run_1/class_map.png
(2 px per um)
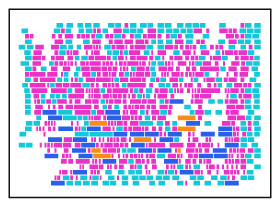
run_1/clock_wires.png
(2 px per um)
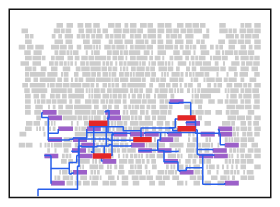
run_1/placed.png
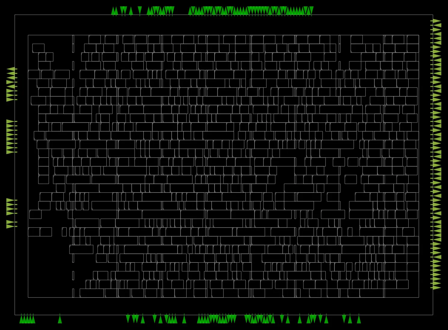
<file path="src/rtl/chip8_sprite_draw.sv">
// CHIP-8 DXYN sprite blitter: XORs up to 15 sprite rows into a 64x32 framebuffer, reporting VF collision.
// Define CHIP8_SPRITE_CLIP_EN to clip rows/pixels past the screen edge instead of wrapping them.
//
// state    | meaning
// ---------+--------------------------------------------------------------
// ST_IDLE  | waiting for start; latches coordinates, height and sprite base
// ST_FETCH | presents sprite byte address and framebuffer row address
// ST_WAIT  | holds both addresses while the synchronous memories respond
// ST_WRITE | XORs the shifted sprite byte into the row, updates collision
// ST_DONE  | one-cycle completion pulse, then back to idle

module chip8_sprite_draw (
    input  logic        clk,
    input  logic        reset,
    input  logic        start,
    input  logic [7:0]  vx,
    input  logic [7:0]  vy,
    input  logic [3:0]  n,
    input  logic [11:0] i_addr,
    output logic [11:0] ram_read_address,
    input  logic [7:0]  ram_q,
    output logic [4:0]  fb_row_address,
    input  logic [63:0] fb_row_q,
    output logic [63:0] fb_row_d,
    output logic        fb_we,
    output logic        busy,
    output logic        done,
    output logic        collision
);

    typedef enum logic [2:0] {
        ST_IDLE  = 3'd0,
        ST_FETCH = 3'd1,
        ST_WAIT  = 3'd2,
        ST_WRITE = 3'd3,
        ST_DONE  = 3'd4
    } state_t;

    state_t      r_state;
    state_t      w_next;
    logic [5:0]  r_x;
    logic [4:0]  r_y;
    logic [3:0]  r_n;
    logic [11:0] r_base;
    logic [3:0]  r_k;
    logic        r_collision;

    logic        w_load;
    logic        w_advance;
    logic        w_coll_set;
    logic [4:0]  w_k_next;
    logic [63:0] w_spr;
    logic [63:0] w_mask_raw;
    logic [63:0] w_mask;
    logic        w_row_skip;
    logic        w_unused_bits;

    assign w_unused_bits = &{1'b0, vx[7:6], vy[7:5]};

    // Both addresses come straight from registers, so they stay put through WAIT.
    assign ram_read_address = r_base + {8'd0, r_k};
    assign fb_row_address   = r_y + {1'b0, r_k};
    assign busy             = (r_state != ST_IDLE);
    assign collision        = r_collision;
    assign w_k_next         = {1'b0, r_k} + 5'd1;

    // Sprite bit 7 sits at fb bit 63 (column 0) before shifting right by x.
    assign w_spr = {ram_q, 56'd0};

`ifdef CHIP8_SPRITE_CLIP_EN
    logic [5:0] w_row_sum;
    assign w_row_sum  = {1'b0, r_y} + {2'b00, r_k};
    assign w_row_skip = w_row_sum[5];
    assign w_mask_raw = w_spr >> r_x;
`else
    logic [6:0] w_lsh;
    assign w_lsh      = 7'd64 - {1'b0, r_x};
    assign w_row_skip = 1'b0;
    assign w_mask_raw = (w_spr >> r_x) | (w_spr << w_lsh);
`endif

    assign w_mask = w_row_skip ? 64'd0 : w_mask_raw;

    always_ff @(posedge clk) begin
        if (reset) begin
            r_state     <= ST_IDLE;
            r_x         <= 6'd0;
            r_y         <= 5'd0;
            r_n         <= 4'd0;
            r_base      <= 12'd0;
            r_k         <= 4'd0;
            r_collision <= 1'b0;
        end else begin
            r_state <= w_next;
            if (w_load) begin
                r_x         <= vx[5:0];
                r_y         <= vy[4:0];
                r_n         <= n;
                r_base      <= i_addr;
                r_k         <= 4'd0;
                r_collision <= 1'b0;
            end
            if (w_advance) begin
                r_k <= w_k_next[3:0];
            end
            if (w_coll_set) begin
                r_collision <= 1'b1;
            end
        end
    end

    always_comb begin
        w_next     = r_state;
        w_load     = 1'b0;
        w_advance  = 1'b0;
        w_coll_set = 1'b0;
        fb_row_d   = 64'd0;
        fb_we      = 1'b0;
        done       = 1'b0;
        case (r_state)
            ST_IDLE: begin
                if (start) begin
                    w_load = 1'b1;
                    w_next = (n == 4'd0) ? ST_DONE : ST_FETCH;
                end
            end
            ST_FETCH: w_next = ST_WAIT;
            ST_WAIT:  w_next = ST_WRITE;
            ST_WRITE: begin
                fb_row_d   = fb_row_q ^ w_mask;
                fb_we      = ~w_row_skip;
                w_coll_set = |(fb_row_q & w_mask);
                w_advance  = 1'b1;
                w_next     = (w_k_next < {1'b0, r_n}) ? ST_FETCH : ST_DONE;
            end
            ST_DONE: begin
                done   = 1'b1;
                w_next = ST_IDLE;
            end
            default: w_next = ST_IDLE;
        endcase
    end

endmodule

</file>
<file path="config.mk">
export PLATFORM = sky130hd
export DESIGN_NAME = chip8_sprite_draw
export DESIGN_NICKNAME = d
export VERILOG_FILES = /design/src/rtl/chip8_sprite_draw.sv
export SDC_FILE = /design/constraint.sdc
export NUM_CORES = 1
export LEC_CHECK = 0
export CORE_ASPECT_RATIO = 0.7
export CORE_MARGIN = 4
export CORE_UTILIZATION = 45
export CTS_CLUSTER_SIZE = 16
export DETAILED_ROUTE_END_ITERATION = 8
export GPL_ROUTABILITY_DRIVEN = 0
export MAX_ROUTING_LAYER = met4
export PLACE_DENSITY_LB_ADDON = 0.3
export SLEW_MARGIN = 10
export SYNTH_ARGS = -nofsm -noshare
export SYNTH_HDL_FRONTEND = slang
export SYNTH_SLANG_ARGS = --single-unit
</file>
<file path="constraint.sdc">
create_clock -name clk -period 3.61 [get_ports clk]
set_clock_uncertainty 0.2 [all_clocks]
set_input_delay 0.5415 -clock clk [delete_from_list [all_inputs] [get_ports clk]]
set_output_delay 0.5415 -clock clk [all_outputs]
set_load 0.01 [all_outputs]
</file>
==> notes.md, run 1 <==
run results: gr usage total=29.7%, Syn Area/Cell=7.61 um2, Chip Area, Yosys=0.00469 mm2, crit end category=output port, GRT busiest layer=met2, final net count=1020, xor and xnor area share after synthesis=3.18%, Sum Neg Setup Slack=-0.00882 ns, worst hold path class=reg -> reg, Inserted Diodes=0, M3 GR Usage=6.85%, vias in the first global route=5388, fmax=276 MHz, DRT Pass-1 Iters=6, clk slew on worst S/H paths=0.06 ns, startpoint type of the worst setup path=input port, r2r setup slk=0.07 ns, Total Wirelength=18500 um, initial antenna violation count=0, # clock sinks=35, main area contributors=ha_1 (21%), dfxtp_1 (15%), and2_1 (8.8%), nand2_1 (7.2%), a21oi_1 (4.7%), DRC=0, DP Area=0.00694 mm2, top-count cell post-synth=nand2_1, port bufs=186, first-pass GRT wire length=28000 um, num rows=30, cycle use final=100%, # Cells Yosys=616, reg2reg start=r_x[0], Synth Seq Share=15.0%, cells after synthesis=616, Tmin final=3.62 ns, CP required=2.87 ns, global route overflow=0, failing checks=negative setup slack, clock tree buffer depth=2, drt initial violations=778, Worst EP arrival=2.88 ns, DR WL/cell=19.3 um, root buf cell=clkbuf_16, outcome=finished with violations, Top Ports=192, Layout area overhead=57.8%, yosys adder share=21.4%, worst-margin pin slew=1.05 ns, OpenROAD warnings=31, routed vias=5692, worst skew pair latency=0.28 ns, worst vdd ir=0.198 mV, core footprint=0.00991 mm2, number of enable flip-flop cells=0, Setup WS post-layout=-0.00838 ns, synth warn=0, final count of negative-setup-slack endpoints=2, Leakage=3.33 nW, Post-Syn Area=0.00469 mm2, Routed Antenna Nets=0, DP HPWL=14100 um, Power Dens Cells=318 mW/mm2, Worst Setup Path Type=in -> out, worst path cell trace=dlygate4sd2_1, mux4_2, buf_6, a22oi_1, buf_4, buf_4, nor2_1, ha_1, and2_1, dlygate4sd2_1, Yosys reg bits=35, final instance area=0.00740 mm2, fin. max-slew vios=0, simple share=30.2%, Async S/R FF share, synth=0%, cell taking the most area after synthesis=ha_1
About class_map.png:
remaining logic cells -> magenta  # cells 542, share of their area 55%
sequential cells -> blue  # cells 35, share of their area 9.7%
remaining buffers and delay cells -> cyan  # cells 250, share of their area 33%
clock drivers and dummy loads -> orange  # cells 7, share of their area 2.0%

About clock_wires.png:
clock-net drivers -> red  # count 5
clock wires -> blue  # length 569 um
flip-flops -> purple  # count 35
routed clock nets = 6

About placed.png:
fin util: 74.6%
Seq area share: 9.51%
Tapcells: 128
Fillers: 746

run 1: cell type report:
class,count,area (um2)
Tap cell,128,160
Clock inverter,1,5.00
Timing Repair Buffer,250,2380
Fill cell,746,2510
Sequential cell,35,703
Multi-Input combinational cell,520,3930
Clock buffer,6,139
Inverter,22,82.6
run 1: metal layers:
layer  vias to the layer above  share of wire [%]
met5                         -                  0
met4                         0                2.9
met3                        76                 11
met2                       347                 45
met1                      2639                 42
li1                       2630                  -
run 1: state kept, by name (all words and copies together), names as in the netlist:
register / cells
r_y: 5
r_base: 12
r_k: 4
r_state: 3
r_x: 6
r_n: 4
collision: 1
run 1: cells in the final DEF (no fill, tap or decap), types with 12 or more instances in the layout:
cell type / synthesis / routed
inv_1: 20 / 20
and2_1: 66 / 66
nor4_1: 19 / 16
dfxtp_1: 35 / 33
nor2_1: 41 / 40
a21oi_1: 44 / 42
o21ai_0: 15 / 13
clkdlybuf4s50_1: 0 / 140
ha_1: 77 / 76
nand2_1: 90 / 89
o22ai_1: 12 / 12
dlygate4sd2_1: 0 / 42
nand3_1: 20 / 20
buf_4: 0 / 58
run 1: final timing paths:
path             endpoint  depth (start not counted)
max          fb_row_d[20]                         10
min reg2reg    r_base[10]                          2
min            r_base[10]                          2
max reg2reg     collision                         13
run 1: through the flow:
step	hold slack [ns]	cells	utilization, %	setup WS (ns)	power (mW)
floorplan	0.233	616	-	0.489	1.18
global placement	0.244	941	70.0	-0.315	1.72
detailed placement	0.253	941	70.0	-0.338	1.76
CTS	0.260	956	73.7	0.0221	2.27
global route	0.282	962	74.6	-0.0330	2.48
finish	0.260	962	74.6	-0.00838	2.35
run 1: repair_timing:
item                       CTS  global route
hold buffers                 0             0
buffers inserted             7             6
gates cloned                 1             0
resized                     74            15
pin swaps                    0             2
setup endpoints to repair   63            26
run 1: cell families (layout without fill, tap and decap cells):
| family | after synthesis | in the layout |
|---|---|---|
| flops | 35 | 35 |
| mux | 27 | 27 |
| xor+xnor | 17 | 17 |
| fa+ha+maj | 79 | 79 |
| simple gates | 279 | 279 |
| buf+inv | 61 | 279 |
| compound gates | 118 | 118 |
run 1: power breakdown:
group          total (mW)  switching, mW  internal [mW]
clock               0.436          0.166          0.269
sequential          0.499         0.0622          0.437
combinational        1.42          0.728          0.688
total                2.35          0.956           1.39
run 1: worst max-delay path: cells and delay by family:
| kind | cells | cell delay (ns) |
|---|---|---|
| AND-OR/OR-AND | 1 | 0.24 |
| multiplexers | 1 | 0.55 |
| adder cells (fa/ha/maj) | 1 | 0.27 |
| AND/OR/NAND/NOR | 2 | 0.18 |
| buffers and inverters | 5 | 1.08 |
==> run 2, diff against run 1 <==
--- a/config.mk
+++ b/config.mk
@@ -5,6 +5,7 @@
 export SDC_FILE = /design/constraint.sdc
 export NUM_CORES = 1
 export LEC_CHECK = 0
+export CAP_MARGIN = 10
 export CORE_ASPECT_RATIO = 0.7
 export CORE_MARGIN = 4
 export CORE_UTILIZATION = 45
run_2/ff_map.png
(2 px per um) Other sequential cells in the stronger gray, the rest of the logic in the fainter gray.
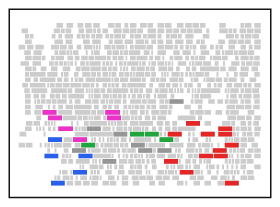
r_x -> magenta  # placed flops 6, where middle left
r_base -> red  # placed flops 12, where lower right
r_y -> blue  # placed flops 5, where lower left
r_k -> green  # placed flops 4

==> run 2 against run 1 <==
Against the previous run: largest cell class unchanged; total power unchanged; sequential share of layout area unchanged; final area unchanged; worst setup slack unchanged; hold slack unchanged; the flow still finishes with violations (negative setup slack); synthesized area unchanged; wire length unchanged; clock power about the same; combinational power about the same; via count unchanged; non-clock buffer count unchanged.
==> notes.md, run 2 <==
run results: DR WL/cell=19.3 um (unchanged), Fillers=746 (unchanged), Tmin final=3.62 ns (unchanged), final net count=1020 (unchanged), # Cells Yosys=616 (unchanged), Post-Place Cells=941 (unchanged), initial antenna violation count=0 (unchanged), Max Cap Viol=0, Synth Flop Type=dfxtp_1, cycle use final=100% (unchanged), cell taking the most area after synthesis=ha_1, fmax=276 MHz (unchanged), worst hold path class=reg -> reg, worst vdd ir=0.198 mV (unchanged), worst-margin pin slew=1.05 ns (unchanged), Hold Slack=0.260 ns (unchanged), Async S/R FF share, synth=0% (unchanged), routed vias=5692 (unchanged), fin. max-slew vios=0 (unchanged), failing checks=negative setup slack, die area=0.0121 mm2, Layout area overhead=57.8% (unchanged), DP Area=0.00694 mm2 (unchanged), Worst EP arrival=2.88 ns (about the same), drt initial violations=778 (unchanged), Yosys reg bits=35 (unchanged), Core Util at FP=47.3%, Top Layout Cells=clkdlybuf4s50_1 (140), nand2_1 (89), ha_1 (76), Setup WS post-layout=-0.00838 ns (unchanged), Post-Syn Area=0.00469 mm2 (unchanged), final count of negative-setup-slack endpoints=2 (unchanged), worst path cell trace=dlygate4sd2_1, mux4_2, buf_6, a22oi_1, buf_4, buf_4, nor2_1, ha_1, and2_1, dlygate4sd2_1, worst skew pair latency=0.28 ns (about the same), startpoint type of the worst setup path=input port, Top Ports=192 (unchanged), Leakage=3.33 nW (unchanged), largest net degree at the start of global routing=62, Synthesized Nets=802, outcome=finished with violations, Total Wirelength=18500 um (unchanged), fraction of layout cells with a size suffix above 1=15.0%, global route overflow=0 (unchanged), hold buffers post-CTS=0 (unchanged), Regs by FF count=r_base: 12 flops, r_x: 6 flops, r_y: 5 flops, top-count cell post-synth=nand2_1, port bufs=186 (unchanged), DRC=0 (unchanged), CP required=2.87 ns (about the same), cells after synthesis=616 (unchanged), root buf cell=clkbuf_16, clock buffer count from CTS=5, Synth Seq Share=15.0% (unchanged), DP HPWL=14100 um (unchanged), crit end category=output port, DRT Pass-1 Iters=6 (unchanged), Die Ht=93.4 um, dominant logic cell type in the layout=clkdlybuf4s50_1, gr usage total=29.7% (unchanged), Worst Setup Path Type=in -> out, number of enable flip-flop cells=0 (unchanged), first-pass GRT wire length=28000 um (unchanged), num rows=30 (unchanged), Reg with most FFs=r_base, main area contributors=ha_1 (21%), dfxtp_1 (15%), and2_1 (8.8%), nand2_1 (7.2%), a21oi_1 (4.7%), headroom to the max-slew limit=29.6%, synth warn=0 (unchanged), Final Hold Vio Count=0, clock tree buffer depth=2 (unchanged), Cell Type Count=55, commonest cells in the netlist=nand2_1 (90), ha_1 (77), and2_1 (66), Routed Antenna Nets=0 (unchanged), Chip Area, Yosys=0.00469 mm2 (unchanged), Inserted Diodes=0 (unchanged), clk slew on worst S/H paths=0.06 ns (about the same), # clock sinks=35 (unchanged), Power Dens Cells=318 mW/mm2 (unchanged), Syn Area/Cell=7.61 um2 (unchanged), peak fanout along the critical path=5, vias in the first global route=5388 (unchanged), Top-area cell share=20.6%, core footprint=0.00991 mm2 (unchanged), OpenROAD warnings=31 (unchanged), fin cells=962 (unchanged), max FFs per register=12 (unchanged), final instance area=0.00740 mm2 (unchanged), Die W=130 um
run 2: cell counts after synthesis:
No cell type changed its count.
run 2: worst paths after layout:
path	from	end	slack [ns]	cells past startpoint
hold reg to reg	r_base[10]	r_base[10]	0.26	2
setup / recovery	ram_q[1]	fb_row_d[20]	-0.008	10
hold / removal	r_base[10]	r_base[10]	0.26	2
setup reg to reg	r_x[0]	collision	0.07	13
run 2: area by class of cell:
class / instances / area [um2] / share of cell area (%)
clock buffer: 6 / 139 / 1.88
clock inverter: 1 / 5.00 / 0.0677
inverter: 22 / 82.6 / 1.12
multi-input combinational: 520 / 3930 / 53.1
sequential: 35 / 703 / 9.51
tap: 128 / 160 / 2.17
timing repair buffer: 250 / 2380 / 32.2
run 2: power breakdown:
group / internal [mW] / switching (mW) / total [mW]
registers: 0.437 / 0.0622 / 0.499
logic: 0.688 / 0.728 / 1.42
clock network: 0.269 / 0.166 / 0.436
total: 1.39 / 0.956 / 2.35
run 2: logic make-up (layout without fill, tap and decap cells):
family	Yosys count	count (layout)	synth area share, %
AND/OR/NAND/NOR	279	279	30.2
AND-OR/OR-AND	118	118	16.6
adder cells (fa/ha/maj)	79	79	21.4
buffers and inverters	61	279	5.63
flip-flops	35	35	15.0
multiplexers	27	27	8.06
XOR/XNOR	17	17	3.18
run 2: metal layers:
layer / vias up / share of wire, % / GRT usage (%)
met4: 0 / 2.9 / 6.83
met3: 76 / 11 / 6.85
met5: - / 0 / -
li1: 2630 / - / -
met1: 2639 / 42 / 39.3
met2: 347 / 45 / 46.2
run 2: timing repair:
action                                  4_1_cts  5_1_grt
gates cloned                                  1        0
endpoints found under the hold margin         0        0
resized                                      74       15
endpoints found under the setup margin       63       26
buffers inserted                              7        6
pin swaps                                     0        2
run 2: critical path, delay by kind of cell:
family                     cells  cell delay, ns
and+or+nand+nor                2            0.18
adders and majority gates      1            0.27
muxes                          1            0.55
AOI/OAI and AO/OA              1            0.24
buffers and inverters          5            1.08
run 2: stage by stage:
stage          total power [mW]   TNS, ns  util [%]  worst slack [ns]
2_1_floorplan              1.18         0         -             0.489
3_3_place_gp               1.72     -7.70      70.0            -0.315
3_5_place_dp               1.76    -10.41      70.0            -0.338
4_1_cts                    2.27         0      73.7            0.0221
5_1_grt                    2.48   -0.0746      74.6           -0.0330
6_report                   2.35  -0.00882      74.6          -0.00838
Power is estimated from default activity; no workload was simulated.
